`src/rtl/mem_access_arbiter.sv`:
```
// Two-requester arbiter in front of a single-port word memory.
// Port A (instruction fetch) and port B (load/store) share the memory; each
// access walks IDLE -> ACCESS -> DONE, so one access completes every 3 cycles.
// B normally wins a tie, but after STARVE_MAX consecutive tie losses A is
// forced through so fetch cannot be locked out by a busy load/store stream.
module mem_access_arbiter #(
    parameter int ADDR_W     = 32,
    parameter int DATA_W     = 32,
    parameter int MEM_DEPTH  = 32,
    parameter int STARVE_MAX = 4
) (
    input  logic              clk,
    input  logic              rst_n,
    // port A: instruction fetch
    input  logic              a_req,
    input  logic              a_we,
    input  logic [ADDR_W-1:0] a_addr,
    input  logic [DATA_W-1:0] a_wdata,
    output logic              a_gnt,
    output logic              a_done,
    output logic [DATA_W-1:0] a_rdata,
    output logic              a_err,
    // port B: load/store unit
    input  logic              b_req,
    input  logic              b_we,
    input  logic [ADDR_W-1:0] b_addr,
    input  logic [DATA_W-1:0] b_wdata,
    output logic              b_gnt,
    output logic              b_done,
    output logic [DATA_W-1:0] b_rdata,
    output logic              b_err,
    // memory side
    output logic [ADDR_W-1:0] mem_addr,
    output logic              mem_we,
    output logic              mem_re,
    output logic [DATA_W-1:0] mem_wdata,
    input  logic [DATA_W-1:0] mem_rdata
);

    localparam logic [1:0] IDLE   = 2'd0;
    localparam logic [1:0] ACCESS = 2'd1;
    localparam logic [1:0] DONE   = 2'd2;

    localparam int              CNT_W   = $clog2(STARVE_MAX + 1);
    localparam logic [CNT_W-1:0] CNT_MAX = CNT_W'(STARVE_MAX);
    // One extra bit so a depth equal to 2**ADDR_W still compares correctly.
    localparam logic [ADDR_W:0]  DEPTH   = (ADDR_W + 1)'(MEM_DEPTH);

    logic [1:0]        state;
    logic [CNT_W-1:0]  starve_cnt;
    logic              owner_b;
    logic              we_q;
    logic [ADDR_W-1:0] addr_q;
    logic [DATA_W-1:0] wdata_q;
    logic [DATA_W-1:0] rdata_q;

    logic is_idle, is_access, is_done;
    logic a_win, b_win, in_range;

    assign is_idle   = (state == IDLE);
    assign is_access = (state == ACCESS);
    assign is_done   = (state == DONE);

    // A wins when alone or once it has lost STARVE_MAX ties in a row.
    assign a_win = a_req & (~b_req | (starve_cnt == CNT_MAX));
    assign b_win = b_req & ~a_win;

    // Grants are gated by rst_n so they drop immediately on an async reset
    // even while a requester keeps its req high.
    assign a_gnt = rst_n & is_idle & a_win;
    assign b_gnt = rst_n & is_idle & b_win;

    assign in_range = ({1'b0, addr_q} < DEPTH);

    // Memory strobes only exist in ACCESS; everything is parked at 0 otherwise.
    assign mem_addr  = is_access ? addr_q  : '0;
    assign mem_wdata = is_access ? wdata_q : '0;
    assign mem_we    = is_access & in_range &  we_q;
    assign mem_re    = is_access & in_range & ~we_q;

    // Completion goes only to the owner; rdata_q is already 0 for writes/errors.
    assign a_done  = is_done & ~owner_b;
    assign b_done  = is_done &  owner_b;
    assign a_rdata = a_done ? rdata_q : '0;
    assign b_rdata = b_done ? rdata_q : '0;
    assign a_err   = a_done & ~in_range;
    assign b_err   = b_done & ~in_range;

    // Access sequencer: latch the winner in IDLE, strobe memory, report result.
    always_ff @(posedge clk or negedge rst_n) begin
        if (!rst_n) begin
            state      <= IDLE;
            starve_cnt <= '0;
            owner_b    <= 1'b0;
            we_q       <= 1'b0;
            addr_q     <= '0;
            wdata_q    <= '0;
            rdata_q    <= '0;
        end else begin
            case (state)
                IDLE: begin
                    if (a_win || b_win) begin
                        state   <= ACCESS;
                        owner_b <= b_win;
                        we_q    <= b_win ? b_we    : a_we;
                        addr_q  <= b_win ? b_addr  : a_addr;
                        wdata_q <= b_win ? b_wdata : a_wdata;
                        // b_win with a_req implies the count is below max.
                        if (a_win)
                            starve_cnt <= '0;
                        else if (a_req)
                            starve_cnt <= starve_cnt + CNT_W'(1);
                    end
                end
                ACCESS: begin
                    rdata_q <= (in_range && !we_q) ? mem_rdata : '0;
                    state   <= DONE;
                end
                DONE:    state <= IDLE;
                default: state <= IDLE;
            endcase
        end
    end

endmodule

```
`config.mk`:
```
export PLATFORM = sky130hd
export DESIGN_NAME = mem_access_arbiter
export DESIGN_NICKNAME = d
export VERILOG_FILES = /design/src/rtl/mem_access_arbiter.sv
export SDC_FILE = /design/constraint.sdc
export NUM_CORES = 1
export LEC_CHECK = 0
export CORE_ASPECT_RATIO = 0.9
export CORE_MARGIN = 4
export CORE_UTILIZATION = 41
export DETAILED_ROUTE_END_ITERATION = 10
export GPL_ROUTABILITY_DRIVEN = 1
export PLACE_DENSITY = 0.89
export SYNTH_ARGS = -nofsm -noshare
export SYNTH_HDL_FRONTEND = slang
export SYNTH_SLANG_ARGS = --single-unit
```
`constraint.sdc`:
```
create_clock -name clk -period 2.2 [get_ports clk]
set_clock_uncertainty 0.15 [all_clocks]
set_input_delay 0.55 -clock clk [delete_from_list [all_inputs] [get_ports clk]]
set_output_delay 0.55 -clock clk [all_outputs]
set_load 0.05 [all_outputs]
```
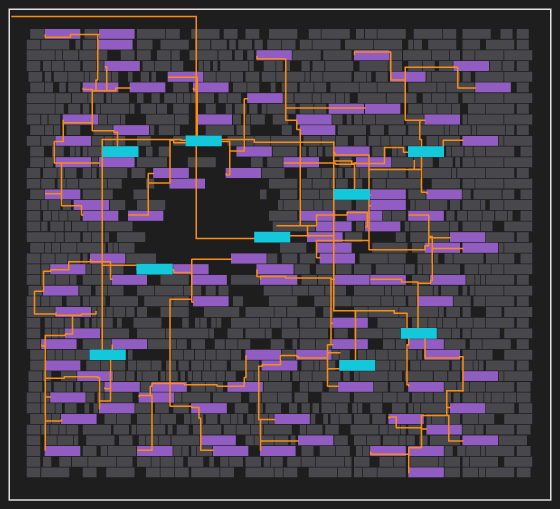
*Clock distribution, run 1*
[orange] clock wires | length: 1510 µm
[purple] flip-flops | count: 103
[cyan] clock drivers | count: 9
routed clock nets	10
clock distribution power: 1.86 mW
Late-Pin Clk Latency: 0.36 ns
proportion of power drawn by the clock network: 12.2%

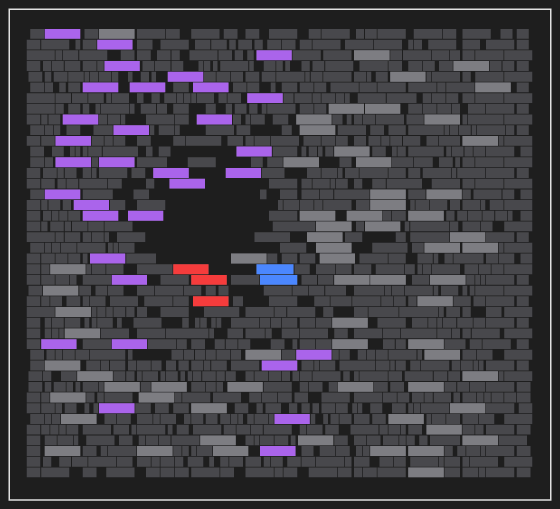
*Register map, names as in the netlist, run 1*
Other sequential cells in the stronger gray, the rest of the logic in the fainter gray.
color	signal	placed flops
blue	state	2
purple	addr_q	32
red	starve_cnt	3
not colored	66
flop share of the area: 20.5%
Sequential Power: 2.97 mW
Reg area: 0.00258 mm²
utilization after layout: 85.5%

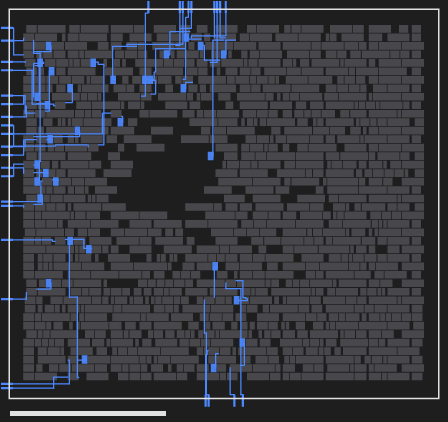
*Nets reached from selected ports, run 1*
Scale bar: 50 µm.
color	port	direction	edge	end cells	buffers	wire
blue	a_addr	input	19 west, 9 north, 4 south	32	32	944 µm
num ports: 302
IO Port Bufs: 301

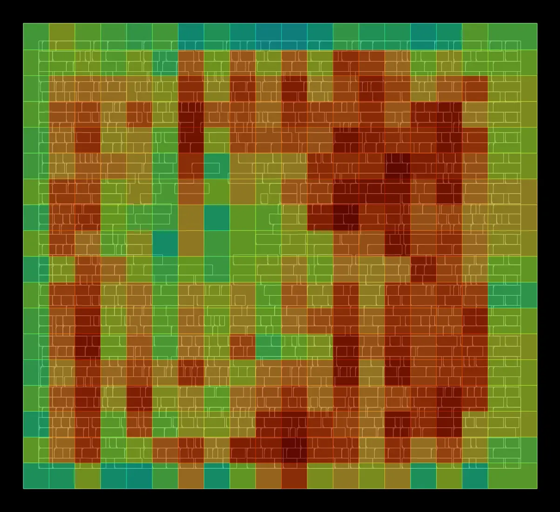
*Routing congestion map, run 1*
global routing usage on met2: 59.2%
Most Used Layer, Global Route: met2

==> flow_summary.ini, run 1 <==
; yosys + openroad results
[run_status]
status = finished with violations
violations = negative setup slack

[global_routing]
grt_pass1_vias = 8069
grt_usage_pct = 35.3
antenna_found_initial = 0
grt_max_degree = 90
grt_remaining_overflow = 0
grt_pass1_wl_um = 46800

[die]
core_area_mm2 = 0.0147
fp_util_pct = 41.9
num_rows = 42
fp.dieW_um = 137
die_y_um = 124
chip_area_mm2 = 0.0171

[synthesis]
avgSynthCellArea_um2 = 8.67
ys_types = 35
synthCells = 712
synthSimpleGateAreaFrac_pct = 31.1
synth.yosys.seq_area_share_pct = 41.8
ys_sh_aoi_pct = 16.3
synthesis.area_mm2 = 0.00617
syn-num-nets = 880
mux_area_share_pct = 0
yosys-stat-area_mm2 = 0.00617
yosys_warnings = 0
ys_sh_xor_pct = 0
logic_family = simple AND/OR/NAND/NOR gates
ys_cells = 712
synth_flops = 103
ys_sh_adder_pct = 0.405

[timing]
tns_ns = -30.56
fin_ws_ns = -0.432
worstMarginPinSlew_ns = 0.752
report.final.slew_viol_count = 0
rsz0062_at_grt = true
finalCritPeriodShare_pct = 120
relSlewSlack_pct = 49.9
fmax_ghz = 0.380
setup_viol = 136
fin_crit_ns = 2.63
hold_violations = 0

[route]
post-route-drc-count = 0
first_iter_violations = 819
firstDrtPassIters = 6
antenna_left = 0
viasPerCell = 6.32
dr_total_vias = 7714
wl_per_cell_um = 25.8
drt-total-wl_um = 31500

[placed_design]
hpwl_um = 17700
place_ws_ns = -0.206
place.gp.congestion = 0.820
dpl_cell_area_mm2 = 0.0109

[critical_path]
r2r_cells = 9
path_depth = 5
cpPeakStageDelay_ns = 0.44
ff2ff_setup_slack_ns = 0.04
reg2reg_to = rdata_q[22]
cp_num_buf_inv = 2
crit_family = simple AND/OR/NAND/NOR gates
critPathLaunchType = flop
crit_chain = nor4_2, buf_4, nand4_4, nor4_4, buf_12
r2r-start = state[1]
crit_fanout = 6
cp.arrival_ns = 1.93
slowest_stage = dfrtp_1
cp-end-kind = output pin
worstPathRequired_ns = 1.50
crit_type = flop to output pin

[finish]
area.growth.synth_to_final_pct = 104
stdcell_area_mm2 = 0.0126
nets = 1186
diodes = 0
layout-drive-gt1-share_pct = 40.6
final_cell_mix = clkdlybuf4s50_1, buf_12, dfrtp_1
lay_top_count = clkdlybuf4s50_1
fillers = 642

[clock_tree]
clkSlewWorstSetupHoldPaths_ns = 0.07
cts_made_buffers = 9
tritoncts = yes
htree_num_levels = 3
cts_sinks = 103
clock-root-buffer = clkbuf_16
cts_buffer_depth = 2

[run]
warning_count = 31
cap_violations = 0

[power]
p_leak_nw = 5.02
ir_worst_vdd_mv = 0.841
power_density_mw_per_mm2 = 1210
finalPower_mw = 15.3

[hold_path]
hold_class = input pin to asynchronous set/reset pin
-- run 1: Yosys cell counts --
master | number | area share [%]
and3_1 | 1 | 0.10
nand4_1 | 97 | 9.8
clkinv_1 | 1 | 0.061
inv_2 | 1 | 0.061
buf_6 | 7 | 1.3
o31ai_1 | 6 | 0.73
o21a_1 | 2 | 0.24
nor4_2 | 6 | 1.2
inv_1 | 67 | 4.1
nand3_1 | 69 | 5.6
nor3_2 | 1 | 0.16
nor2_1 | 65 | 4.0
o2bb2ai_1 | 1 | 0.14
ha_1 | 2 | 0.41
and3b_1 | 1 | 0.14
o31ai_2 | 26 | 5.3
nand2b_1 | 2 | 0.20
buf_1 | 4 | 0.24
buf_2 | 18 | 1.5
nand4_4 | 1 | 0.34
o22a_1 | 1 | 0.14
and2_1 | 66 | 6.7
or3b_1 | 1 | 0.14
nand2_1 | 35 | 2.1
nor3b_2 | 1 | 0.20
o221ai_1 | 65 | 9.2
a21bo_2 | 1 | 0.16
o21ai_0 | 2 | 0.16
nor4_1 | 2 | 0.20
or2_1 | 1 | 0.10
dfrtp_1 | 103 | 42
nor2_2 | 1 | 0.10
o21bai_1 | 1 | 0.12
a21boi_0 | 1 | 0.12
clkbuf_1 | 53 | 3.2
-- run 1: per-layer routing --
metal / up-vias / share of wire [%] / GRT usage, %
met5: - / 0 / 0
met4: 0 / 4.9 / 17.3
met3: 127 / 12 / 12.4
met2: 616 / 50 / 59.2
met1: 3778 / 34 / 39.4
li1: 3193 / - / -
-- run 1: cells by family (layout without fill, tap and decap cells) --
family	count (synthesis)	count (layout)
AND/OR/NAND/NOR	350	351
adder cells (fa/ha/maj)	2	2
buffers and inverters	151	461
AND-OR/OR-AND	106	106
flip-flops	103	103
-- run 1: what timing repair did --
item	CTS	global route
pin swaps	35	21
gates cloned	15	4
hold endpoints to repair	3	0
hold buffers	1	0
resized	205	41
setup buffers	34	14
setup endpoints to repair	131	202
-- run 1: registers in the layout, summed over array words and instances, names as in the netlist --
register,flops
addr_q,32
rdata_q,32
wdata_q,32
starve_cnt,3
state,2
owner_b,1
we_q,1
-- run 1: metrics by stage --
stage / hold WS [ns] / util, % / cells
floorplan: 0.104 / - / 712
global placement: 0.245 / 74.1 / 1159
detailed placement: 0.244 / 74.1 / 1159
CTS: 0.0830 / 85.8 / 1224
global route: 0.0858 / 85.5 / 1221
finish: 0.0963 / 85.5 / 1221
-- run 1: how the worst max path moves through the flow --
stage,endpoint,start
detailed placement,b_gnt,a_req
finish,mem_re,addr_q[31]
floorplan,mem_wdata[11],state[1]
global route,mem_re,addr_q[31]
global placement,b_gnt,a_req
CTS,mem_re,addr_q[14]
-- run 1: final cells by class --
class                      count  area, µm²  share of cell area, %
timing repair buffer         376       5390                   42.8
multi-input combinational    459       3770                   30.0
sequential                   103       2580                   20.5
inverter                      69        264                   2.10
clock buffer                  12        256                   2.04
tap                          198        248                   1.97
clock inverter                 4       76.3                  0.606
-- run 1: power breakdown --
part           internal (mW)  switching, mW  leakage (nW)  total [mW]
Clock                   1.07          0.792         0.159        1.86
Combinational           4.44           6.00          3.55        10.4
Sequential              2.55          0.420          1.31        2.97
## Run 2: what changed since run 1
--- a/config.mk
+++ b/config.mk
@@ -5,6 +5,7 @@
 export SDC_FILE = /design/constraint.sdc
 export NUM_CORES = 1
 export LEC_CHECK = 0
+export CAP_MARGIN = 20
 export CORE_ASPECT_RATIO = 0.9
 export CORE_MARGIN = 4
 export CORE_UTILIZATION = 41
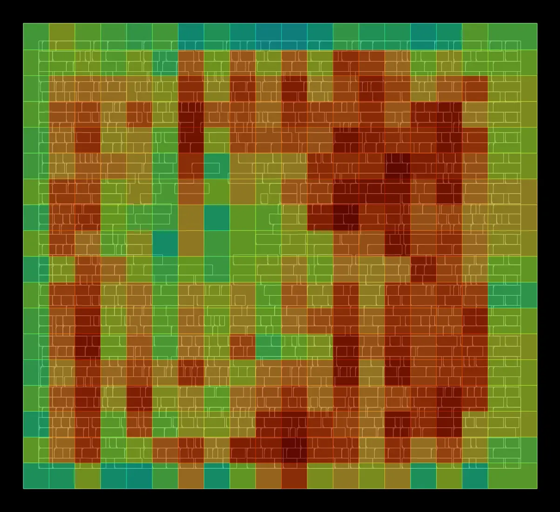
*Routing congestion map, run 2*
wire per inst: 25.8 µm
GR Util met3: 12.4%
GR Util All Layers: 35.3%
met1 usage: 39.4%

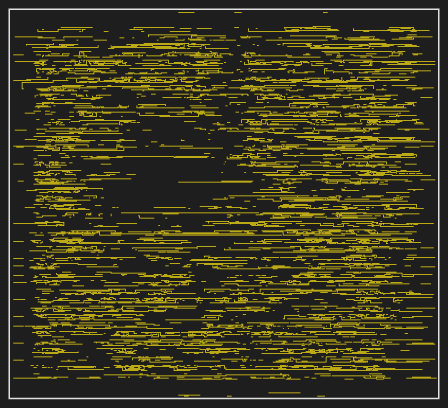
*Signal wires on met1, run 2*
wire length on this layer	10600 µm
nets with wire on the layer	996
longest straight run	46.0 µm
share of all routed wire	34%
main direction	horizontal
WL final: 31500 µm
via count: 7714

==> flow_summary.ini, run 2 <==
; yosys + openroad results
[run_status]
status = finished with violations
violations = negative setup slack

[critical_path]
worstPathRequired_ns = 1.50
cp-end-kind = output pin
critPathLaunchType = flop
crit_type = flop to output pin
crit_fanout = 6
cp.arrival_ns = 1.93

[clock_tree]
cts_made_buffers = 9
clock-root-buffer = clkbuf_16
cts_sinks = 103
clkSlewWorstSetupHoldPaths_ns = 0.07
clk_latency_ns = 0.36
tritoncts = yes
htree_num_levels = 3
cts_buffer_depth = 2

[placed_design]
portBuffers = 301
hpwl_um = 17700
place_ws_ns = -0.206
place.gp.congestion = 0.820
dpl_cell_area_mm2 = 0.0109

[route]
firstDrtPassIters = 6
first_iter_violations = 819
antenna_left = 0
post-route-drc-count = 0
viasPerCell = 6.32

[synthesis]
ys_sh_adder_pct = 0.405
yosys.area.top_type_share_pct = 41.8
top_cell = dfrtp_1
top_area_cell = dfrtp_1
synthTopCellsByArea = dfrtp_1, nand4_1, o221ai_1, and2_1, nand3_1
syn-num-nets = 880
synthArstFlopShare_pct = 100
logic_family = simple AND/OR/NAND/NOR gates
synthesis.area_mm2 = 0.00617
mux_area_share_pct = 0
ys_cells = 712
synthCells = 712
synthSimpleGateAreaFrac_pct = 31.1
avgSynthCellArea_um2 = 8.67
yosys-stat-area_mm2 = 0.00617
synth.yosys.seq_area_share_pct = 41.8
synthTopCellsByCount = dfrtp_1, nand4_1, nand3_1
ys_sh_aoi_pct = 16.3
ys_sh_xor_pct = 0
synth_flops = 103
yosys_warnings = 0
ys_types = 35
edf_count = 0

[power]
p_comb_share_pct = 68.4
clockPowerShare_pct = 12.2
finalPower_mw = 15.3
intPower_mw = 8.06
switching_share_pct = 47.2
seq_power_share_pct = 19.5
power_density_mw_per_mm2 = 1210
p_sw_mw = 7.22
p_leak_nw = 5.02
ir_worst_vdd_mv = 0.841

[timing]
report.final.slew_viol_count = 0
fmax_ghz = 0.380
setup_viol = 136
hold_violations = 0
fin_crit_ns = 2.63
finalCritPeriodShare_pct = 120
rsz0062_at_grt = true
worstMarginPinSlew_ns = 0.752
fin_ws_ns = -0.432
tns_ns = -30.56
relSlewSlack_pct = 49.9

[finish]
area.growth.synth_to_final_pct = 104
layout-drive-gt1-share_pct = 40.6
largestRegisters = addr_q: 32 flops, rdata_q: 32 flops, wdata_q: 32 flops
diodes = 0
lay_top_count = clkdlybuf4s50_1
final_cell_mix = clkdlybuf4s50_1, buf_12, dfrtp_1
stdcell_area_mm2 = 0.0126
nets = 1186

[run]
cap_violations = 0
warning_count = 31

[global_routing]
grt_max_degree = 90
grt_pass1_vias = 8069
grt_pass1_wl_um = 46800
grt_remaining_overflow = 0
antenna_found_initial = 0

[die]
chip_area_mm2 = 0.0171
die_y_um = 124
fp_util_pct = 41.9
fp.dieW_um = 137
core_area_mm2 = 0.0147
num_rows = 42
pin_count = 302

[hold_path]
hold_class = input pin to asynchronous set/reset pin
-- run 2: path summary, 6_finish.rpt --
kind                                  from             to  slack, ns  cells after the start
worst max-delay path            addr_q[31]         mem_re      -0.43                      5
worst min-delay path                 rst_n     wdata_q[8]        0.1                      2
worst max register to register    state[1]    rdata_q[22]       0.04                      9
worst min register to register  rdata_q[5]     rdata_q[5]       0.40                      2
max in group asynchronous            rst_n  starve_cnt[1]       1.19                      2
min in group clk                rdata_q[5]     rdata_q[5]       0.40                      2
-- run 2: cells by family (layout without fill, tap and decap cells) --
group | Yosys count | after routing
AND/OR/NAND/NOR | 350 | 351
buffers and inverters | 151 | 461
AND-OR/OR-AND | 106 | 106
flip-flops | 103 | 103
adder cells (fa/ha/maj) | 2 | 2
-- run 2: power by group through the flow --
stage	Combinational, mW	Sequential [mW]	Clock, mW
after global routing	10.9	3.02	1.93
after CTS	10.3	2.93	1.83
after global placement	7.86	2.89	0
after detailed placement	8.04	2.95	0
final	10.4	2.97	1.86
after floorplan	4.68	2.81	0
-- run 2: per-layer routing --
layer,wire [µm],GRT usage (%),vias to the layer above
met5,0,0,-
met4,1560,17.3,0
met3,3750,12.4,127
met2,15600,59.2,616
met1,10600,39.4,3778
li1,-,-,3193
-- run 2: final cells by class --
cell class,count,area [µm²]
Clock buffer,12,256
Inverter,69,264
Timing Repair Buffer,376,5390
Clock inverter,4,76.3
Fill cell,642,2130
Sequential cell,103,2580
Multi-Input combinational cell,459,3770
Tap cell,198,248
-- run 2: what timing repair did --
action | in CTS | in global routing
gates cloned | 15 | 4
buffers inserted | 34 | 14
setup endpoints to repair | 131 | 202
hold endpoints to repair | 3 | 0
pin swaps | 35 | 21
hold buffers | 1 | 0
gates resized | 205 | 41
-- run 2: through the flow --
stage          cells  hold slack, ns  util (%)
4_1_cts         1224          0.0830      85.8
3_5_place_dp    1159           0.244      74.1
6_report        1221          0.0963      85.5
2_1_floorplan    712           0.104         -
5_1_grt         1221          0.0858      85.5
3_3_place_gp    1159           0.245      74.1
-- run 2: worst max-delay path: stages, from the launching register on --
cell	delay (ns)
dfrtp_1	0.44
nor4_2	0.29
buf_4	0.16
nand4_4	0.20
nor4_4	0.29
buf_12	0.19
## Run 3: what changed since run 2
--- a/config.mk
+++ b/config.mk
@@ -8,10 +8,10 @@
 export CAP_MARGIN = 20
 export CORE_ASPECT_RATIO = 0.9
 export CORE_MARGIN = 4
-export CORE_UTILIZATION = 41
+export CORE_UTILIZATION = 30
 export DETAILED_ROUTE_END_ITERATION = 10
 export GPL_ROUTABILITY_DRIVEN = 1
-export PLACE_DENSITY = 0.89
+export PLACE_DENSITY = 0.7
 export SYNTH_ARGS = -nofsm -noshare
 export SYNTH_HDL_FRONTEND = slang
 export SYNTH_SLANG_ARGS = --single-unit
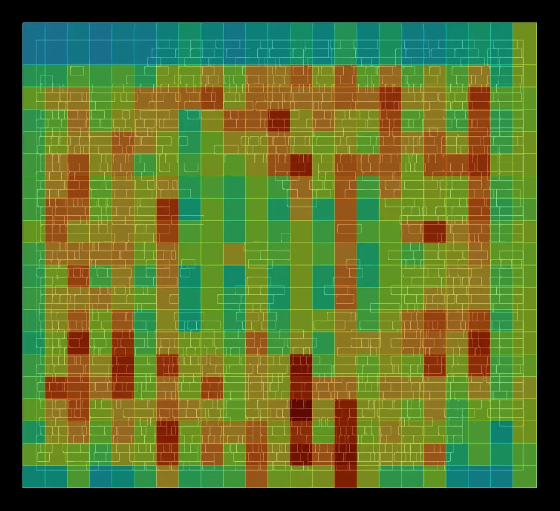
*Routing congestion map, run 3*
GR Util met3: 7.58%
met1 usage: 27.7%
wire per inst: 20.8 µm
global routing usage on met2: 39.2%
utilization after layout: 63.0%

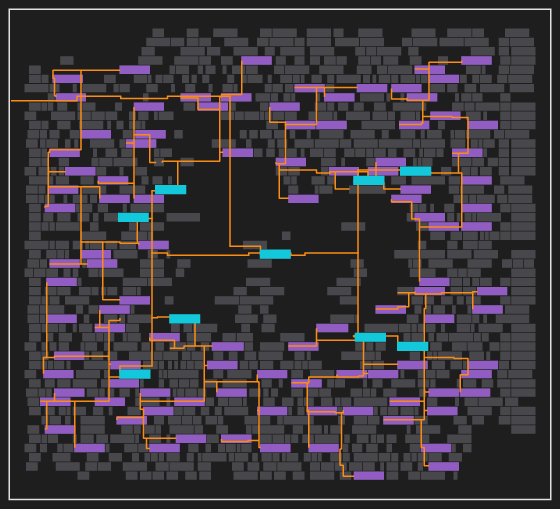
*Clock distribution, run 3*
[purple] flip-flops | count: 103
[orange] clock wires | length: 1530 µm
[cyan] clock drivers | count: 9
flops lie	widely spread
clock distribution power: 1.73 mW
proportion of power drawn by the clock network: 11.5%
Late-Pin Clk Latency: 0.35 ns

==> flow_summary.ini, run 3 <==
; yosys + openroad results
[run_status]
status = finished with violations
violations = negative setup slack

[synthesis]
yosys.area.top_type_share_pct = 41.8
syn-num-nets = 880
avgSynthCellArea_um2 = 8.67
edf_count = 0
yosys_warnings = 0
synthCells = 712
synthFlopType = dfrtp_1
ys_types = 35
synthesis.area_mm2 = 0.00617
synthTopCellsByArea = dfrtp_1, nand4_1, o221ai_1, and2_1, nand3_1
top_cell = dfrtp_1
ys_cells = 712
top_area_cell = dfrtp_1
synth.yosys.seq_area_share_pct = 41.8
synth_flops = 103

[finish]
diodes = 0
nets = 1191
area.growth.synth_to_final_pct = 105
largestRegisters = addr_q: 32 flops, rdata_q: 32 flops, wdata_q: 32 flops
fillers = 1624
flop_area_mm2 = 0.00258
final_cell_mix = clkdlybuf4s50_1, buf_12, dfrtp_1
layout-drive-gt1-share_pct = 40.7
final-comb-area_mm2 = 0.00370
stdcell_area_mm2 = 0.0127

[critical_path]
cp-end-kind = output pin
crit_family = simple AND/OR/NAND/NOR gates
crit_type = flop to output pin
crit_chain = nor4_2, buf_4, nand4_4, nor4_4, buf_12
critPathLaunchType = flop
cp_num_buf_inv = 2
cp.arrival_ns = 1.91
slowest_stage = dfrtp_1
worstPathRequired_ns = 1.50
cpPeakStageDelay_ns = 0.40

[hold_path]
hold_class = input pin to asynchronous set/reset pin

[timing]
finalCritPeriodShare_pct = 119
fin_ws_ns = -0.408
worstMarginPinSlew_ns = 0.749
fin_crit_ns = 2.61
fmax_ghz = 0.383
setup_viol = 135
timing.hold.ws_ns = 0.230
relSlewSlack_pct = 50.1
rsz0062_at_grt = true
hold_violations = 0
report.final.slew_viol_count = 0

[route]
post-route-drc-count = 0
firstDrtPassIters = 5
dr_total_vias = 6909
first_iter_violations = 311
viasPerCell = 5.39

[die]
chip_area_mm2 = 0.0229
fp.dieW_um = 159
core_area_mm2 = 0.0201
fp_util_pct = 30.7
pin_count = 302
die_y_um = 144

[placed_design]
place.gp.congestion = 0.828
portBuffers = 301
hpwl_um = 17100
dpl_cell_area_mm2 = 0.0110
place_inst = 1219

[global_routing]
grt_remaining_overflow = 0
grt_max_degree = 74
grt_pass1_vias = 7133
grt_pass1_wl_um = 41000
antenna_found_initial = 0

[clock_tree]
cts_buffer_depth = 2
cts_sinks = 103
cts_made_buffers = 9
tritoncts = yes
clkSlewWorstSetupHoldPaths_ns = 0.08
htree_num_levels = 3

[power]
power_density_mw_per_mm2 = 1190
ir_worst_vdd_mv = 0.660
finalPower_mw = 15.1
p_leak_nw = 5.07

[run]
warning_count = 30
cap_violations = 0
run 3: cell counts after synthesis:
Identical to the previous run, type by type.
run 3: cells by family (layout without fill, tap and decap cells):
kind of cell	after synthesis	after routing	synth area share [%]
buffers and inverters	151	467	10.4
and+or+nand+nor	350	350	31.1
AOI/OAI and AO/OA	106	106	16.3
DFF	103	103	41.8
adders and majority gates	2	2	0.405
run 3: through the flow:
stage / setup TNS, ns / setup slack [ns]
after global routing: -33.13 / -0.524
after floorplan: -5.03 / -0.229
after detailed placement: -9.14 / -0.254
after CTS: -28.12 / -0.455
after global placement: -5.67 / -0.237
final: -24.17 / -0.408
run 3: worst paths after layout:
path                                     from           to  slack [ns]  cells after the start
worst max-delay path               addr_q[24]       mem_re       -0.41                      5
worst min-delay path                    rst_n   addr_q[24]        0.23                      2
max in group asynchronous               rst_n   wdata_q[3]        1.05                      2
min in group clk                  rdata_q[17]  rdata_q[17]        0.37                      2
worst max register to register  starve_cnt[1]   wdata_q[2]        0.14                      8
worst min register to register    rdata_q[17]  rdata_q[17]        0.37                      2
run 3: cell type report:
class / instances / share of cell area (%)
Sequential cell: 103 / 20.4
Timing Repair Buffer: 382 / 43.3
Clock inverter: 4 / 0.415
Tap cell: 255 / 2.52
Inverter: 69 / 2.04
Multi-Input combinational cell: 458 / 29.2
Clock buffer: 12 / 2.10
run 3: power breakdown:
| part | total [mW] | switching [mW] | internal (mW) |
|---|---|---|---|
| logic | 10.4 | 5.82 | 4.62 |
| clock network | 1.73 | 0.752 | 0.980 |
| registers | 2.91 | 0.364 | 2.55 |
run 3: timing repair:
action                                 CTS  global route
buffers inserted                        28            15
pin swaps                               29            21
setup endpoints to repair              136           136
endpoints found under the hold margin    8             0
hold buffers                             1             0
gates resized                          189            24
gates cloned                            17             1
run 3: worst reg2reg max path, cell delays in order (launching register included):
cell      delay, ns
dfrtp_1        0.37
inv_2          0.05
ha_4           0.15
nand3_2        0.08
buf_4          0.11
buf_4          0.09
buf_4          0.58
nand4_1        0.26
o221ai_1       0.13
run 3: per-layer routing:
layer / global-route usage (%) / part of all wire, %
met3: 7.58 / 8.5
met5: 0 / 0
met4: 5.62 / 2.2
met1: 27.7 / 40
met2: 39.2 / 49
No activity file was given, so power comes from the tool's default toggle rates.
